--- config.mk ---
export PLATFORM = sky130hd
export DESIGN_NAME = apb_regfile_completer
export DESIGN_NICKNAME = d
export VERILOG_FILES = /design/src/rtl/apb_pkg.sv /design/src/rtl/apb_wait_counter.sv /design/src/rtl/apb_regfile_completer.sv
export SDC_FILE = /design/constraint.sdc
export NUM_CORES = 1
export LEC_CHECK = 0
export CAP_MARGIN = 15
export CORE_AREA = 2 2 436 438
export DETAILED_ROUTE_END_ITERATION = 10
export DIE_AREA = 0 0 438 440
export GPL_ROUTABILITY_DRIVEN = 1
export PLACE_DENSITY = 0.32
export SLEW_MARGIN = 20
export SYNTH_ARGS = -nofsm -noshare
export SYNTH_HDL_FRONTEND = slang
export SYNTH_SLANG_ARGS = --single-unit
export TNS_END_PERCENT = 20
--- constraint.sdc ---
create_clock -name PCLK -period 4.55 [get_ports PCLK]
set_input_delay 1.365 -clock PCLK [delete_from_list [all_inputs] [get_ports PCLK]]
set_output_delay 1.365 -clock PCLK [all_outputs]
set_load 0.02 [all_outputs]
--- src/rtl/apb_pkg.sv ---
// Shared definitions for the APB register-file completer.
//   apb_state_e : completer FSM states
//   STRB_WIDTH  : number of byte strobes for a given data width
//   ADDR_LSB    : number of byte-offset address bits for a given data width
package apb_pkg;

  typedef enum logic [1:0] {
    APB_IDLE,
    APB_SETUP,
    APB_ACCESS
  } apb_state_e;

  function automatic int unsigned STRB_WIDTH(input int unsigned data_width);
    return data_width / 8;
  endfunction

  function automatic int unsigned ADDR_LSB(input int unsigned data_width);
    return $clog2(data_width / 8);
  endfunction

endpackage

--- src/rtl/apb_wait_counter.sv ---
// Wait-state down-counter for the APB completer.
//   clk_i      : clock
//   rst_i      : synchronous active-high reset (clears the count)
//   load_i     : load load_val_i (takes priority over decrement)
//   load_val_i : number of wait states for the coming access phase
//   dec_i      : decrement request; saturates at zero
//   zero_o     : count is zero
module apb_wait_counter #(
  parameter int unsigned WS_WIDTH = 4
) (
  input  logic                clk_i,
  input  logic                rst_i,
  input  logic                load_i,
  input  logic [WS_WIDTH-1:0] load_val_i,
  input  logic                dec_i,
  output logic                zero_o
);

  logic [WS_WIDTH-1:0] cnt_q, cnt_d;

  always_comb begin
    cnt_d = cnt_q;
    if (load_i) begin
      cnt_d = load_val_i;
    end else if (dec_i && (cnt_q != '0)) begin
      cnt_d = cnt_q - WS_WIDTH'(1);
    end
  end

  always_ff @(posedge clk_i) begin
    if (rst_i) begin
      cnt_q <= '0;
    end else begin
      cnt_q <= cnt_d;
    end
  end

  assign zero_o = (cnt_q == '0);

endmodule

--- src/rtl/apb_regfile_completer.sv ---
// APB4 completer in front of NUM_REGS control/status registers.
//   PCLK/PRESET       : clock, synchronous active-high reset
//   PSEL..PSTRB       : APB4 requester-driven signals
//   PRDATA/PREADY/PSLVERR : APB4 completer response
//   wait_cfg          : wait states for the next transfer, sampled in SETUP
//   hw_status         : live values returned when reading read-only registers
//   reg_q             : flat writable register contents (read-only slots read 0)
module apb_regfile_completer
  import apb_pkg::*;
#(
  parameter int unsigned           ADDR_WIDTH = 8,
  parameter int unsigned           DATA_WIDTH = 32,
  parameter int unsigned           NUM_REGS   = 16,
  parameter logic [NUM_REGS-1:0]   RO_MASK    = 16'h8000,
  parameter logic [DATA_WIDTH-1:0] RESET_VAL  = '0,
  parameter int unsigned           WS_WIDTH   = 4
) (
  input  logic                                PCLK,
  input  logic                                PRESET,
  input  logic                                PSEL,
  input  logic                                PENABLE,
  input  logic                                PWRITE,
  input  logic [ADDR_WIDTH-1:0]               PADDR,
  input  logic [DATA_WIDTH-1:0]               PWDATA,
  input  logic [STRB_WIDTH(DATA_WIDTH)-1:0]   PSTRB,
  output logic [DATA_WIDTH-1:0]               PRDATA,
  output logic                                PREADY,
  output logic                                PSLVERR,
  input  logic [WS_WIDTH-1:0]                 wait_cfg,
  input  logic [NUM_REGS*DATA_WIDTH-1:0]      hw_status,
  output logic [NUM_REGS*DATA_WIDTH-1:0]      reg_q
);

  localparam int unsigned StrbW   = STRB_WIDTH(DATA_WIDTH);
  localparam int unsigned AddrLsb = ADDR_LSB(DATA_WIDTH);
  localparam int unsigned IdxW    = ADDR_WIDTH - AddrLsb;

  localparam logic [ADDR_WIDTH-1:0] LsbMask  = ADDR_WIDTH'((2 ** AddrLsb) - 1);
  localparam logic [IdxW:0]         NumRegsW = (IdxW + 1)'(NUM_REGS);
  // RO mask padded to the full index space so any decoded index selects a defined bit
  localparam logic [(2 ** IdxW)-1:0] RoFull  = (2 ** IdxW)'(RO_MASK);

  // Latched request; widths follow the instance parameters
  typedef struct packed {
    logic [IdxW-1:0]       idx;
    logic                  write;
    logic [DATA_WIDTH-1:0] wdata;
    logic [StrbW-1:0]      strb;
  } req_t;

  apb_state_e            state_q;
  req_t                  req_q;
  logic                  err_q;
  logic [DATA_WIDTH-1:0] regs_q [NUM_REGS];

  logic                  cnt_zero;
  logic                  complete;
  logic [IdxW-1:0]       setup_idx;
  logic                  err_setup;
  logic [DATA_WIDTH-1:0] hw_val, reg_val;

  apb_wait_counter #(
    .WS_WIDTH (WS_WIDTH)
  ) u_wait_counter (
    .clk_i      (PCLK),
    .rst_i      (PRESET),
    .load_i     (state_q == APB_SETUP),
    .load_val_i (wait_cfg),
    .dec_i      ((state_q == APB_ACCESS) && PSEL),
    .zero_o     (cnt_zero)
  );

  // Decode is computed from the live bus in SETUP, where PADDR/PWRITE equal the latched values
  assign setup_idx = PADDR[ADDR_WIDTH-1:AddrLsb];
  assign err_setup = (|(PADDR & LsbMask))
                   | ({1'b0, setup_idx} >= NumRegsW)
                   | (PWRITE & RoFull[setup_idx]);

  assign complete = (state_q == APB_ACCESS) && cnt_zero && PSEL && PENABLE;

  always_ff @(posedge PCLK) begin
    if (PRESET) begin
      state_q <= APB_IDLE;
      req_q   <= '0;
      err_q   <= 1'b0;
      for (int i = 0; i < NUM_REGS; i++) begin
        regs_q[i] <= RESET_VAL;
      end
    end else begin
      unique case (state_q)
        APB_IDLE: begin
          // PENABLE without PSEL, or PENABLE already high, never starts a transfer
          if (PSEL && !PENABLE) state_q <= APB_SETUP;
        end
        APB_SETUP: begin
          state_q <= APB_ACCESS;
          req_q   <= '{idx: setup_idx, write: PWRITE, wdata: PWDATA, strb: PSTRB};
          err_q   <= err_setup;
        end
        APB_ACCESS: begin
          // Completion returns via IDLE; a following setup phase is picked up from there
          if (!PSEL || complete) state_q <= APB_IDLE;
        end
        default: state_q <= APB_IDLE;
      endcase

      // err_q covers RO targets, so RO slots are never written here
      if (complete && req_q.write && !err_q) begin
        for (int i = 0; i < NUM_REGS; i++) begin
          if (req_q.idx == IdxW'(i)) begin
            for (int b = 0; b < StrbW; b++) begin
              if (req_q.strb[b]) regs_q[i][b*8 +: 8] <= req_q.wdata[b*8 +: 8];
            end
          end
        end
      end
    end
  end

  always_comb begin
    hw_val  = '0;
    reg_val = '0;
    for (int i = 0; i < NUM_REGS; i++) begin
      if (req_q.idx == IdxW'(i)) begin
        hw_val  = hw_status[i*DATA_WIDTH +: DATA_WIDTH];
        reg_val = regs_q[i];
      end
    end
  end

  always_comb begin
    reg_q = '0;
    for (int i = 0; i < NUM_REGS; i++) begin
      reg_q[i*DATA_WIDTH +: DATA_WIDTH] = RO_MASK[i] ? '0 : regs_q[i];
    end
  end

  assign PREADY  = complete;
  assign PSLVERR = complete && err_q;
  assign PRDATA  = (complete && !err_q && !req_q.write)
                 ? (RoFull[req_q.idx] ? hw_val : reg_val) : '0;

endmodule

==> results.py, run 1 <==
# Metrics from the implementation run
metrics = {
    "status": {
        "outcome": "complete, but fails checks",
        "violations": "negative setup slack",
    },
    "run": {
        "warning_count": 29,
    },
    "finish": {
        "clkbuf_count": 95,
        "ff_latch_area_mm2": 0.0164,
        "sh_comb_area_pct": 21.8,
        "syn2layout_area_growth_pct": 69.7,
    },
    "routing": {
        "vias": 29800,
        "route.final.wire_length_um": 257000,
    },
    "critical_path": {
        "critPathTopFamily": "simple AND/OR/NAND/NOR gates",
        "critPathLaunchType": "flip-flop",
        "cp.required_ns": 3.18,
        "path_depth": 11,
        "reg2reg_to": "regs_q[0][206]",
        "cp_common_cell": "buf_4",
    },
    "die": {
        "fp_util_pct": 15.4,
    },
    "placed_design": {
        "pre_cts_slack_ns": -1.20,
        "placed_cell_area_mm2": 0.0452,
    },
    "min_path": {
        "holdCritStartpoint": "req_q[3]",
        "hold_end": "req_q[3]",
    },
    "power": {
        "p_seq_share_pct": 41.5,
        "p_int_mw": 10.5,
        "p_comb_share_pct": 17.5,
        "p_clk_mw": 5.98,
    },
    "clocking": {
        "cts_hold_buf": 0,
        "clock_latency_ns": 0.69,
    },
    "global_routing": {
        "antenna_found_initial": 48,
    },
    "sta": {
        "fin_crit_sh_pct": 112,
        "worst_slack_ns": -0.558,
        "setup_violations": 32,
    },
    "logic_synthesis": {
        "top_cells_by_area": "edfxtp_1 (53%), buf_4 (6.8%), nor2_1 (5.3%)",
        "post_synth.cell_area_avg_um2": 10.5,
        "syn_area_mm2": 0.0290,
    },
}
==> run_1/final_placement.png <==
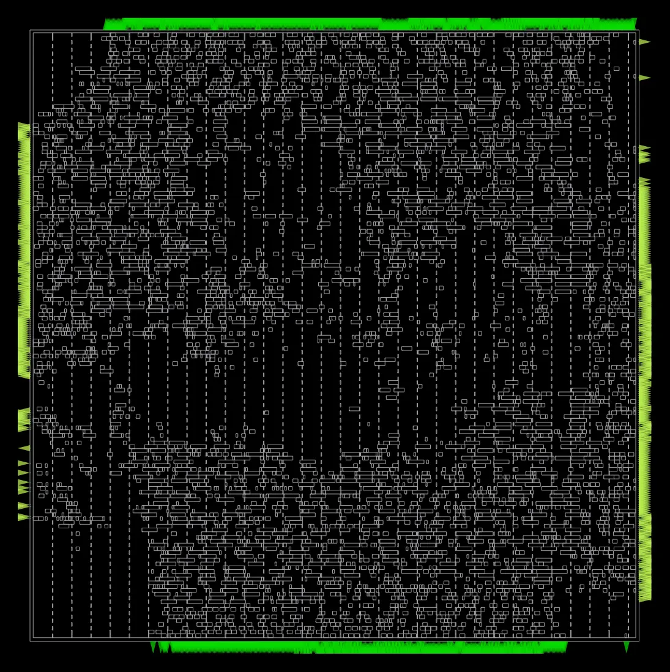
final cell count without fillers: 6601
fill count: 20.2k
flop count: 563
Well Taps: 2511
Seq/total area: 33.4%

==> run_1/clock_map.png <==
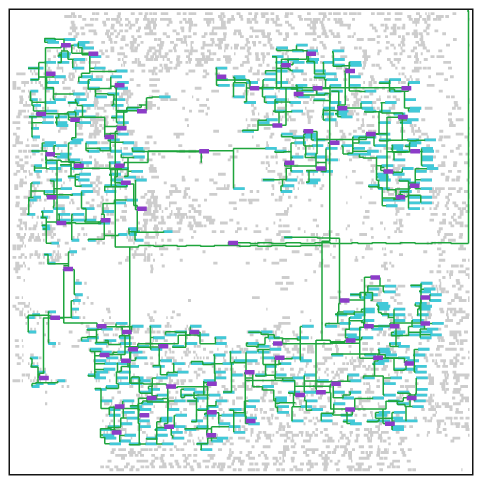
[cells driving clock nets] purple | count: 77
[clock wires] green | length: 10300 um
[flip-flops] cyan | count: 563
flops lie: all over the die

==> run_1/pins.png <==
Pins as bars across the die edge, other pins in grey.
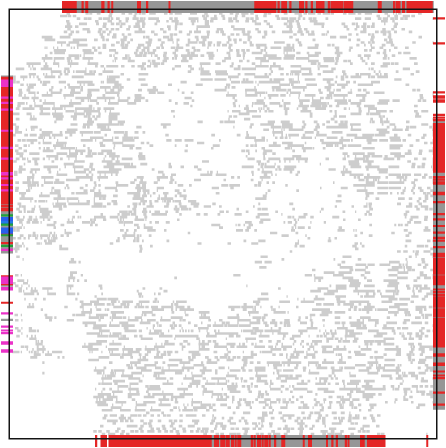
[`reg_q`] red | pins: 512 | direction: output | edge: 172 south, 131 east, 121 north, 88 west
[`PENABLE`] cyan | pins: 1 | direction: input | edge: west
[`PWDATA`] magenta | pins: 32 | direction: input | edge: west
[`PADDR`] blue | pins: 8 | direction: input | edge: west
[`wait_cfg`] green | pins: 4 | direction: input | edge: west
all pins by edge: 414 north, 315 south, 228 east, 154 west

==> run_1/port_nets.png <==
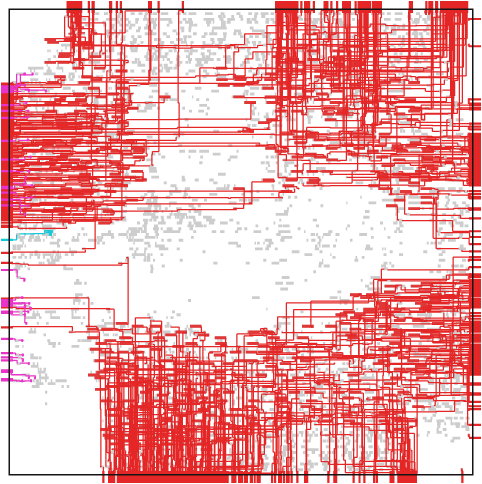
[`PWDATA`] magenta | bits: 32 | direction: input | edge: west | end cells: 32 | buffers: 32 | wire: 587 um
[`PENABLE`] cyan | bits: 1 | direction: input | edge: west | end cells: 3 | buffers: 2 | wire: 55.1 um
[`reg_q`] red | bits: 512 | direction: output | edge: 172 south, 131 east, 121 north, 88 west | end cells: 512 | buffers: 480 | wire: 61.0 mm

==> run_1/metal_stack.png <==
The bar under the picture is 100 um long.
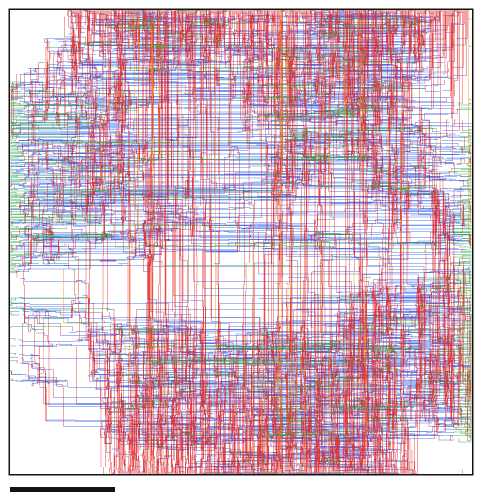

==> run 2, diff against run 1 <==
Settings changed: CORE_AREA 2 2 436 438 to 2 2 431 433, DIE_AREA 0 0 438 440 to 0 0 433 435, DONT_BUFFER_PORTS from default to 1, PLACE_DENSITY 0.32 to 0.3.
==> run_2/metal_stack.png <==
The bar under the picture is 100 um long.
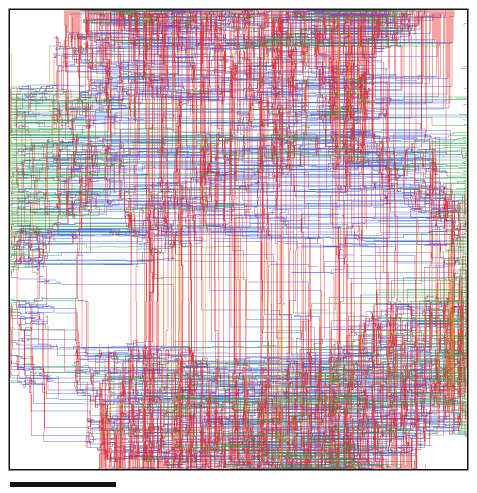
[met2] red | wire length: 111 mm
[met5] purple | wire length: 133 um
[met1] blue | wire length: 105 mm
[met3] green | wire length: 26.9 mm
[met4] orange | wire length: 5950 um

==> run_2/final_placement.png <==
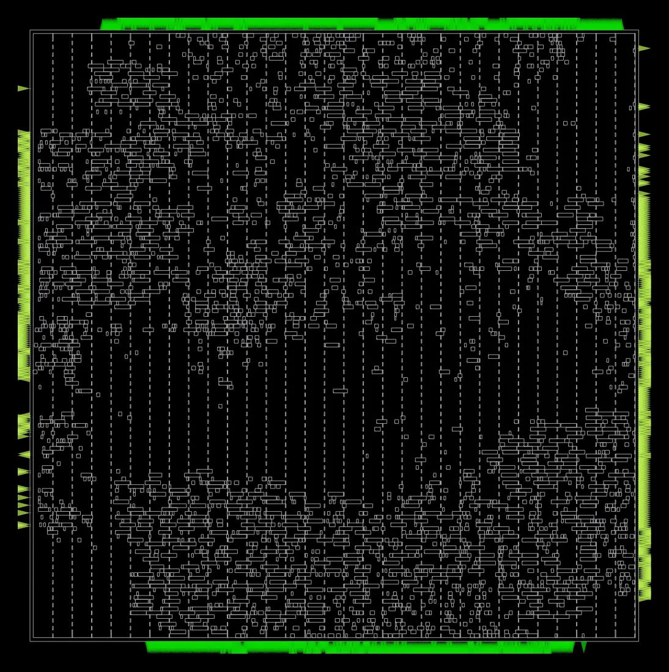
fill count: 20.1k
Seq/total area: 43.0%
final cell count without fillers: 5452
Well Taps: 2480

==> run 2 against run 1 <==
Effect of this change:
- the run still ends with negative setup slack left
- register-to-register slack lost 0.48 ns
- combinational power shrank 47%
- final cell count shrank 17%
- final area shrank 22%
- fmax shrank 2.0%
- via count shrank 12%
- largest power group unchanged
==> results.py, run 2 <==
# Metrics from the implementation run
metrics = {
    "status": {
        "outcome": "complete, but fails checks",
        "violations": "negative setup slack",
    },
    "min_path": {
        "holdCritPathClass": "flip-flop to flip-flop",
        "holdCritStartpoint": "req_q[0]",
        "hold_end": "req_q[0]",
    },
    "logic_synthesis": {
        "post_synth.cell_area_avg_um2": 10.5,
        "top_cells_by_area": "edfxtp_1 (53%), buf_4 (6.8%), nor2_1 (5.3%)",
        "yosysChipArea_mm2": 0.0290,
        "syn_area_mm2": 0.0290,
    },
    "routing": {
        "route.final.wire_length_um": 249000,
        "drt_iter0_markers": 3380,
        "met1_length_um": 105000,
        "vias": 26200,
    },
    "critical_path": {
        "reg2reg_to": "regs_q[0][171]",
        "cp.required_ns": 3.18,
        "cp_common_cell": "buf_4",
        "path_depth": 12,
        "critPathTopFamily": "simple AND/OR/NAND/NOR gates",
        "critPathLaunchType": "flip-flop",
    },
    "power": {
        "p_clk_mw": 6.04,
        "comb-power_mw": 1.35,
        "p_comb_share_pct": 9.8,
    },
    "finish": {
        "multi_input_comb_cells": 1717,
        "bufAreaShareNonClock_pct": 13.6,
        "ff_latch_area_mm2": 0.0164,
        "sh_comb_area_pct": 28.4,
        "signal_buffers": 492,
        "clkbuf_count": 98,
    },
    "placed_design": {
        "placed_cell_area_mm2": 0.0338,
        "pre_cts_slack_ns": -0.744,
    },
    "sta": {
        "fin_crit_sh_pct": 115,
        "setup_violations": 32,
        "worst_slack_ns": -0.662,
    },
    "clocking": {
        "cts_buffer_depth": 3,
        "clock_latency_ns": 0.68,
        "cts_hold_buf": 0,
    },
    "global_routing": {
        "antenna_found_initial": 61,
    },
    "run": {
        "warning_count": 32,
    },
    "die": {
        "fp_util_pct": 15.8,
    },
}
==> run_2/clock_map.png <==
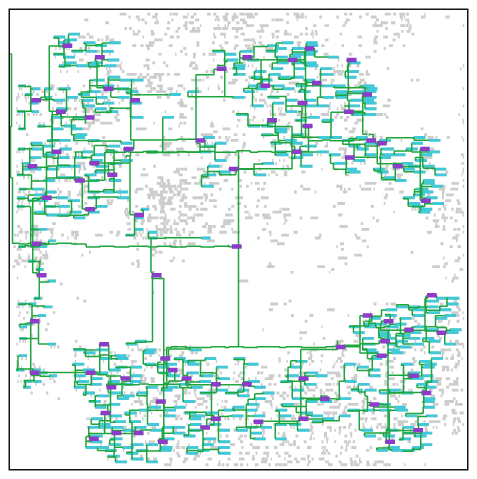
[cells driving clock nets] purple | count: 77
[clock wires] green | length: 10600 um
[flip-flops] cyan | count: 563
routed clock nets: 78
flops lie: all over the die

Power is estimated from default activity; no workload was simulated.
